## config.mk

```make
export PLATFORM = sky130hd
export DESIGN_NAME = inst_fetch_queue
export DESIGN_NICKNAME = d
export VERILOG_FILES = /design/src/rtl/inst_fetch_queue.sv
export SDC_FILE = /design/constraint.sdc
export NUM_CORES = 1
export LEC_CHECK = 0
export ABC_AREA = 1
export ABC_CLOCK_PERIOD_IN_PS = 3700
export CAP_MARGIN = 20
export CORE_ASPECT_RATIO = 1.4
export CORE_UTILIZATION = 55
export CTS_BUF_LIST = sky130_fd_sc_hd__clkbuf_4 sky130_fd_sc_hd__clkbuf_8
export CTS_CLUSTER_SIZE = 24
export DETAILED_ROUTE_END_ITERATION = 8
export GPL_TIMING_DRIVEN = 0
export PLACE_DENSITY_LB_ADDON = 0.08
export SETUP_SLACK_MARGIN = 0.02
export SYNTH_ARGS = -nofsm -noshare
export SYNTH_HDL_FRONTEND = slang
export SYNTH_SLANG_ARGS = --single-unit
```

## constraint.sdc

```tcl
create_clock -name clk -period 3.7 [get_ports clk]
set_clock_uncertainty 0.1 [all_clocks]
set_input_delay 1.11 -clock clk [delete_from_list [all_inputs] [get_ports clk]]
set_output_delay 1.11 -clock clk [all_outputs]
set_load 0.02 [all_outputs]
```

## src/rtl/inst_fetch_queue.sv

```systemverilog
// Instruction fetch front end: owns the PC, issues word fetches under a credit limit,
// and buffers in-order responses as {pc, data} entries for the decode stage.
module inst_fetch_queue #(
    parameter int unsigned DEPTH    = 4,
    parameter logic [31:0] RESET_PC = 32'h0000_0000
) (
    input  logic        clk,
    input  logic        rst_n,
    output logic        imem_req_valid,
    input  logic        imem_req_ready,
    output logic [31:0] imem_addr,
    input  logic        imem_resp_valid,
    input  logic [31:0] imem_resp_data,
    output logic        inst_valid,
    input  logic        inst_ready,
    output logic [31:0] inst_data,
    output logic [31:0] inst_pc,
    input  logic        redirect_valid,
    input  logic [31:0] redirect_pc
);
    localparam int unsigned PW = $clog2(DEPTH);
    localparam int unsigned CW = PW + 1;
    localparam int unsigned SW = CW + 2;

    typedef struct packed {
        logic [31:0] pc;
        logic [31:0] data;
    } entry_t;

    entry_t        fifo_q [DEPTH];
    logic [31:0]   tag_q  [DEPTH];

    logic [31:0]   fetch_pc, fetch_pc_nxt;
    logic [PW-1:0] rd_ptr, rd_ptr_nxt, wr_ptr, wr_ptr_nxt;
    logic [PW-1:0] tag_rd_ptr, tag_rd_ptr_nxt, tag_wr_ptr, tag_wr_ptr_nxt;
    logic [CW-1:0] count, count_nxt, live, live_nxt, discard, discard_nxt;
    logic          run_q;
    logic [SW-1:0] credits_used;
    logic          accept, pop, resp_keep, resp_drop;
    logic          unused_redirect_lsbs;

    assign unused_redirect_lsbs = ^redirect_pc[1:0];

    // Every outstanding request, kept or doomed, holds one FIFO slot until it resolves.
    assign credits_used   = SW'(count) + SW'(live) + SW'(discard);
    assign imem_req_valid = run_q && !redirect_valid && (credits_used < SW'(DEPTH));
    assign imem_addr      = fetch_pc;
    assign inst_valid     = (count != '0) && !redirect_valid;
    assign inst_data      = fifo_q[rd_ptr].data;
    assign inst_pc        = fifo_q[rd_ptr].pc;

    assign accept    = imem_req_valid && imem_req_ready;
    assign pop       = inst_valid && inst_ready;
    assign resp_drop = imem_resp_valid && (discard != '0);
    assign resp_keep = imem_resp_valid && (discard == '0) && (live != '0);

    // Next-state logic; a redirect flushes everything and re-targets the fetch PC.
    always_comb begin
        fetch_pc_nxt   = fetch_pc;
        rd_ptr_nxt     = rd_ptr;
        wr_ptr_nxt     = wr_ptr;
        tag_rd_ptr_nxt = tag_rd_ptr;
        tag_wr_ptr_nxt = tag_wr_ptr;
        count_nxt      = count;
        live_nxt       = live;
        discard_nxt    = discard;
        if (redirect_valid) begin
            fetch_pc_nxt   = {redirect_pc[31:2], 2'b00};
            rd_ptr_nxt     = '0;
            wr_ptr_nxt     = '0;
            tag_rd_ptr_nxt = '0;
            tag_wr_ptr_nxt = '0;
            count_nxt      = '0;
            live_nxt       = '0;
            discard_nxt    = discard + live
                           - CW'(imem_resp_valid && ((discard != '0) || (live != '0)));
        end else begin
            if (accept) begin
                fetch_pc_nxt   = fetch_pc + 32'd4;
                tag_wr_ptr_nxt = tag_wr_ptr + PW'(1);
            end
            if (resp_keep) begin
                wr_ptr_nxt     = wr_ptr + PW'(1);
                tag_rd_ptr_nxt = tag_rd_ptr + PW'(1);
            end
            if (pop) begin
                rd_ptr_nxt = rd_ptr + PW'(1);
            end
            live_nxt    = live + CW'(accept) - CW'(resp_keep);
            discard_nxt = discard - CW'(resp_drop);
            count_nxt   = count + CW'(resp_keep) - CW'(pop);
        end
    end

    always_ff @(posedge clk or negedge rst_n) begin
        if (!rst_n) begin
            run_q      <= 1'b0;
            fetch_pc   <= RESET_PC;
            rd_ptr     <= '0;
            wr_ptr     <= '0;
            tag_rd_ptr <= '0;
            tag_wr_ptr <= '0;
            count      <= '0;
            live       <= '0;
            discard    <= '0;
        end else begin
            run_q      <= 1'b1;
            fetch_pc   <= fetch_pc_nxt;
            rd_ptr     <= rd_ptr_nxt;
            wr_ptr     <= wr_ptr_nxt;
            tag_rd_ptr <= tag_rd_ptr_nxt;
            tag_wr_ptr <= tag_wr_ptr_nxt;
            count      <= count_nxt;
            live       <= live_nxt;
            discard    <= discard_nxt;
        end
    end

    // Tag FIFO remembers issued addresses; data FIFO pairs them with returned words.
    always_ff @(posedge clk or negedge rst_n) begin
        if (!rst_n) begin
            for (int i = 0; i < int'(DEPTH); i++) begin
                fifo_q[i] <= '0;
                tag_q[i]  <= '0;
            end
        end else if (!redirect_valid) begin
            if (accept) begin
                tag_q[tag_wr_ptr] <= fetch_pc;
            end
            if (resp_keep) begin
                fifo_q[wr_ptr] <= '{pc: tag_q[tag_rd_ptr], data: imem_resp_data};
            end
        end
    end

endmodule

```

==> flow_summary_export.csv, run 1 <==
group,metric,value,unit
cells_and_area,finish.utilization,66.8,%
floorplan,nWellTaps,462,
worst_setup_path,critPathSlowestCell,"fa_1",
min_path,holdPathStages,2,
clock_network,postCtsHoldBufs,0,
min_path,hp-class,"flip-flop to flip-flop",
worst_setup_path,cp_cell_sequence,"inv_2 > fa_1 > inv_2 > fa_1 > nor2_1 > nand2_1 > a21oi_2 > inv_2 > a21oi_4 > buf_6",
timing,tightestPinTransition,0.719,ns
cells_and_area,clkbuf_count,108,
min_path,worstHoldStart,"tag_q[76]$_DFFE_PN0P_",
floorplan,fp-utilization,55.7,%
worst_setup_path,crit_fanout,2,
worst_setup_path,crit_type,"flip-flop to output pin",
run,warnings,38,
timing,whs,0.364,ns
cells_and_area,nFillCells,3193,
cells_and_area,top_register,"fifo_q",
yosys,top_area_cell,"dfrtp_1",
yosys,ys_chip_area,19900,um2
cells_and_area,regArea,10400,um2
yosys,ys_warn_count,0,
placed_design,dp_hpwl,41300,um
worst_setup_path,startpoint_type,"flip-flop",
cells_and_area,final_cell_count_no_fill,3281,
floorplan,die_w,163,um
yosys,synthTopLogicFamily,"simple AND/OR/NAND/NOR gates",
drt,wl_met1,22800,um
power,ir_worst_vdd,0.388,mV
worst_setup_path,crit_start,"discard[2]$_DFF_PN0_",
timing,worst_slack,-0.282,ns
floorplan,core,35700,um2
timing,setup_violations,1,
cells_and_area,layout-drive-gt1-share,11.1,%
global_routing,grt_pass1_wl,95800,um
yosys,ys_async_sr_fraction,100,%
drt,via_per_inst,5.52,
placed_design,place_worst_setup_slack,-0.779,ns
timing,fin_crit,3.98,ns
floorplan,chipArea,36900,um2
worst_setup_path,endpoint_kind,"output pin",
global_routing,gr-usage-all-layers,33.5,%
global_routing,grt_overflow_total,0,
yosys,yosys.area_share.xor_xnor,0.793,%
cells_and_area,lay_top_cells,"nand2_1, dfrtp_1, nor2_1, o21ai_0, o21ai_1",
cells_and_area,largest_register_ffs,248,
outcome,status,"complete, but fails checks",
placed_design,portBuffers,161,
yosys,adder_share,1.86,%
timing,setup_tns,-0.282,ns
cells_and_area,num_antenna_cells,0,
placed_design,gp_congestion,0.981,
worst_setup_path,crit_arrival,2.77,ns
yosys,synth_top_area_share,52.4,%
power,powerSeq,0.00567,W
power,power_leader,"sequential cells",
power,clockPowerShare,27.5,%
yosys,syn-cell-area,19900,um2
power,power.total,0.0154,W
cells_and_area,inverters,87,
cells_and_area,top_area_cell_class,"sequential cells",
drt,ant_nets,0,
cells_and_area,final-comb-area,8250,um2
timing,fmax,251,MHz
clock_network,clkLatencyLatePin,0.63,ns
outcome,violations,"negative setup slack",
worst_setup_path,r2r_setup_slack,0.26,ns
timing,finalCritPeriodShare,108,%
worst_setup_path,reg2reg_depth,17,
worst_setup_path,cp_top_family,"adder cells",
power,swShare,37.4,%
cells_and_area,sh_comb_area,34.6,%
yosys,ys_sh_simple,26.8,%
yosys,ys_seq_elements,416,
cells_and_area,comb_cells,1841,
drt,drt_iter0_markers,1435,
placed_design,placed_cell_area,22200,um2
yosys,yosys_cells,2521,
cells_and_area,n_all_buffers,360,
clock_network,numCtsBuffers,67,
cells_and_area,syn_to_final_growth,19.9,%
timing,maxSlewHeadroom,52.1,%
power,intPower,0.00966,W
global_routing,busiest_layer,"met2",
power,leakagePower,12.6,nW
placed_design,numPlacedInstances,3151,
worst_setup_path,path_buffers,4,
worst_setup_path,cp.required,2.49,ns
min_path,whs_endpoint,"tag_q[76]$_DFFE_PN0P_",
cells_and_area,fin_nets,2869,
==> run_1/met1.png <==
Scale: 2 px per um. Supply wires on this layer in gray. Cells faint in the background.
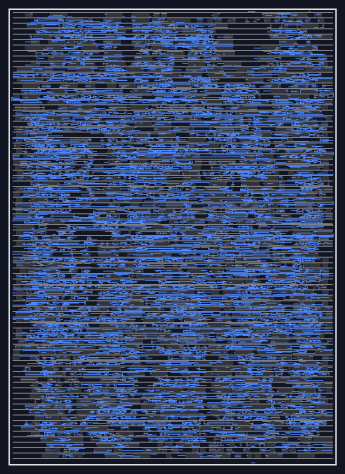
nets with wire on the layer: 2,669
wire length on this layer: 22.8 mm
longest straight run: 64.4 um
share of all routed wire: 38%
main direction: horizontal
met1 Resource Use GR: 38.8%
final wirelength: 59,800 um

==> run_1/met2.png <==
Scale: 2 px per um.
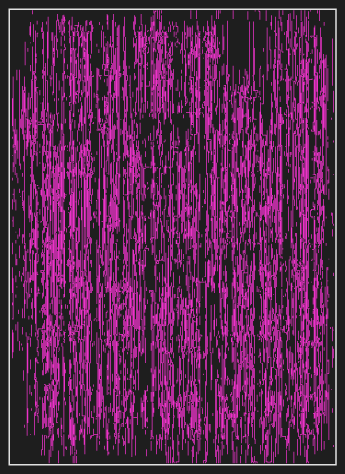
main direction: vertical
longest straight run: 90.6 um
wire length on this layer: 30.2 mm
share of all routed wire: 51%
nets with wire on the layer: 2,237
met2 usage: 58.6%
Vias: 18,100

==> run_1/met3.png <==
Scale: 2 px per um. Cells faint in the background.
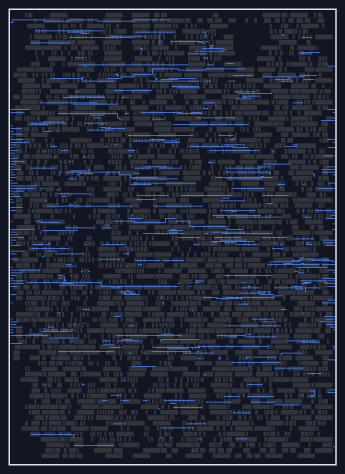
nets with wire on the layer: 328
share of all routed wire: 6.2%
met3 Use GR: 4.75%

==> inputs of run 2 (changes only) <==
CORE_ASPECT_RATIO = default   (was 1.4)
CORE_UTILIZATION = 40   (was 55)
==> run 2 against run 1 <==
The flow still finishes with violations (negative setup slack). Final cell count grew 6.6%. Count of clock-buffer cells in the layout is 13 higher. Synthesized cell count unchanged. First-iteration DRC count down 5.4%. Sequential cell count did not move. Core utilization shrank 17 points. Fmax decreased by 0.84%. Routed wire length up 6.3%. Clock power up 8.3%. Critical path depth stayed put.
==> flow_summary_export.csv, run 2 <==
group,metric,value,unit
timing,maxSlewHeadroom,50.3,%
cells_and_area,n_all_buffers,357,
timing,worst_slack,-0.316,ns
cells_and_area,nFillCells,4834,
power,power_leader,"sequential cells",
cells_and_area,fin_nets,2875,
cells_and_area,num_antenna_cells,0,
yosys,ys_sh_simple,26.8,%
worst_setup_path,startpoint_type,"flip-flop",
placed_design,numPlacedInstances,3352,
global_routing,grt_overflow_total,0,
clock_network,numCtsBuffers,76,
global_routing,gr-usage-all-layers,25.4,%
worst_setup_path,crit_arrival,2.81,ns
worst_setup_path,cp_cell_sequence,"inv_1 > fa_1 > inv_1 > fa_1 > nor2_1 > nand2_1 > a21oi_2 > inv_2 > a21oi_4 > buf_6",
power,swShare,37.9,%
worst_setup_path,path_buffers,4,
worst_setup_path,crit_type,"flip-flop to output pin",
cells_and_area,comb_cells,1841,
outcome,status,"complete, but fails checks",
cells_and_area,clkbuf_count,121,
worst_setup_path,cp_top_family,"adder cells",
floorplan,die_w,225,um
cells_and_area,final_cell_count_no_fill,3499,
cells_and_area,inverters,87,
worst_setup_path,critPathSlowestCell,"fa_1",
yosys,adder_share,1.86,%
timing,setup_violations,1,
worst_setup_path,cp.required,2.49,ns
cells_and_area,layout-drive-gt1-share,11.9,%
cells_and_area,lay_top_cells,"nand2_1, dfrtp_1, nor2_1, o21ai_0, o21ai_1",
run,warnings,42,
yosys,ys_seq_elements,416,
floorplan,core,49000,um2
yosys,yosys.area_share.xor_xnor,0.793,%
yosys,syn-cell-area,19900,um2
timing,whs,0.336,ns
outcome,violations,"negative setup slack",
timing,finalCritPeriodShare,109,%
worst_setup_path,reg2reg_depth,16,
yosys,synthTopLogicFamily,"simple AND/OR/NAND/NOR gates",
drt,drt_iter0_markers,1357,
placed_design,dp_hpwl,42800,um
worst_setup_path,crit_fanout,4,
cells_and_area,top_register,"fifo_q",
clock_network,postCtsHoldBufs,0,
floorplan,fp-utilization,40.6,%
drt,via_per_inst,5.09,
placed_design,place_worst_setup_slack,-0.834,ns
cells_and_area,largest_register_ffs,248,
yosys,ys_warn_count,0,
cells_and_area,final-comb-area,8280,um2
power,clockPowerShare,28.9,%
cells_and_area,top_area_cell_class,"sequential cells",
placed_design,portBuffers,161,
timing,tightestPinTransition,0.746,ns
yosys,top_area_cell,"dfrtp_1",
yosys,ys_chip_area,19900,um2
yosys,ys_async_sr_fraction,100,%
worst_setup_path,endpoint_kind,"output pin",
power,intPower,0.00986,W
worst_setup_path,crit_start,"discard[2]$_DFF_PN0_",
min_path,hp-class,"input pin to asynchronous set/reset pin",
power,leakagePower,12.7,nW
==> run_2/final_congestion.png <==
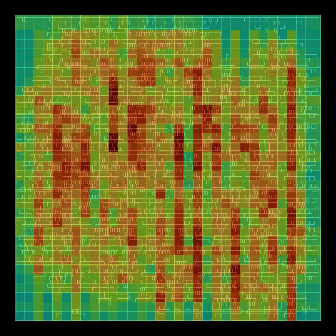
met3 Use GR: 4.02%
drt wl/cell: 18.2 um
gr busiest metal: met2

==> run_2/met3.png <==
Scale: 2 px per um. Cells faint in the background.
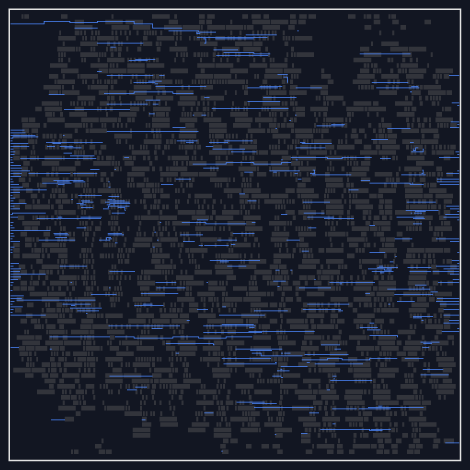
main direction: horizontal
share of all routed wire: 5.7%
longest straight run: 45.5 um
nets with wire on the layer: 282
final wirelength: 63,600 um
Vias: 17,800

==> run_2/met2.png <==
Scale: 2 px per um.
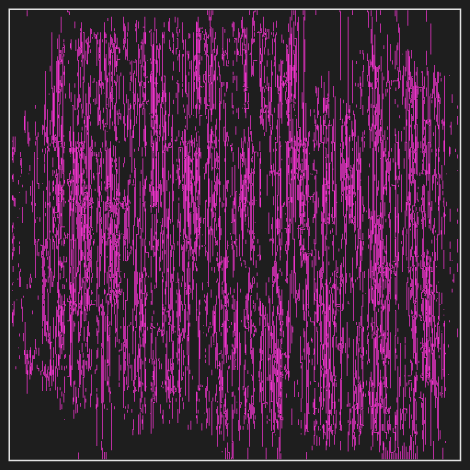
share of all routed wire: 47%
longest straight run: 115 um
nets with wire on the layer: 2,166
met2 usage: 41.7%

Power is estimated from default activity; no workload was simulated.
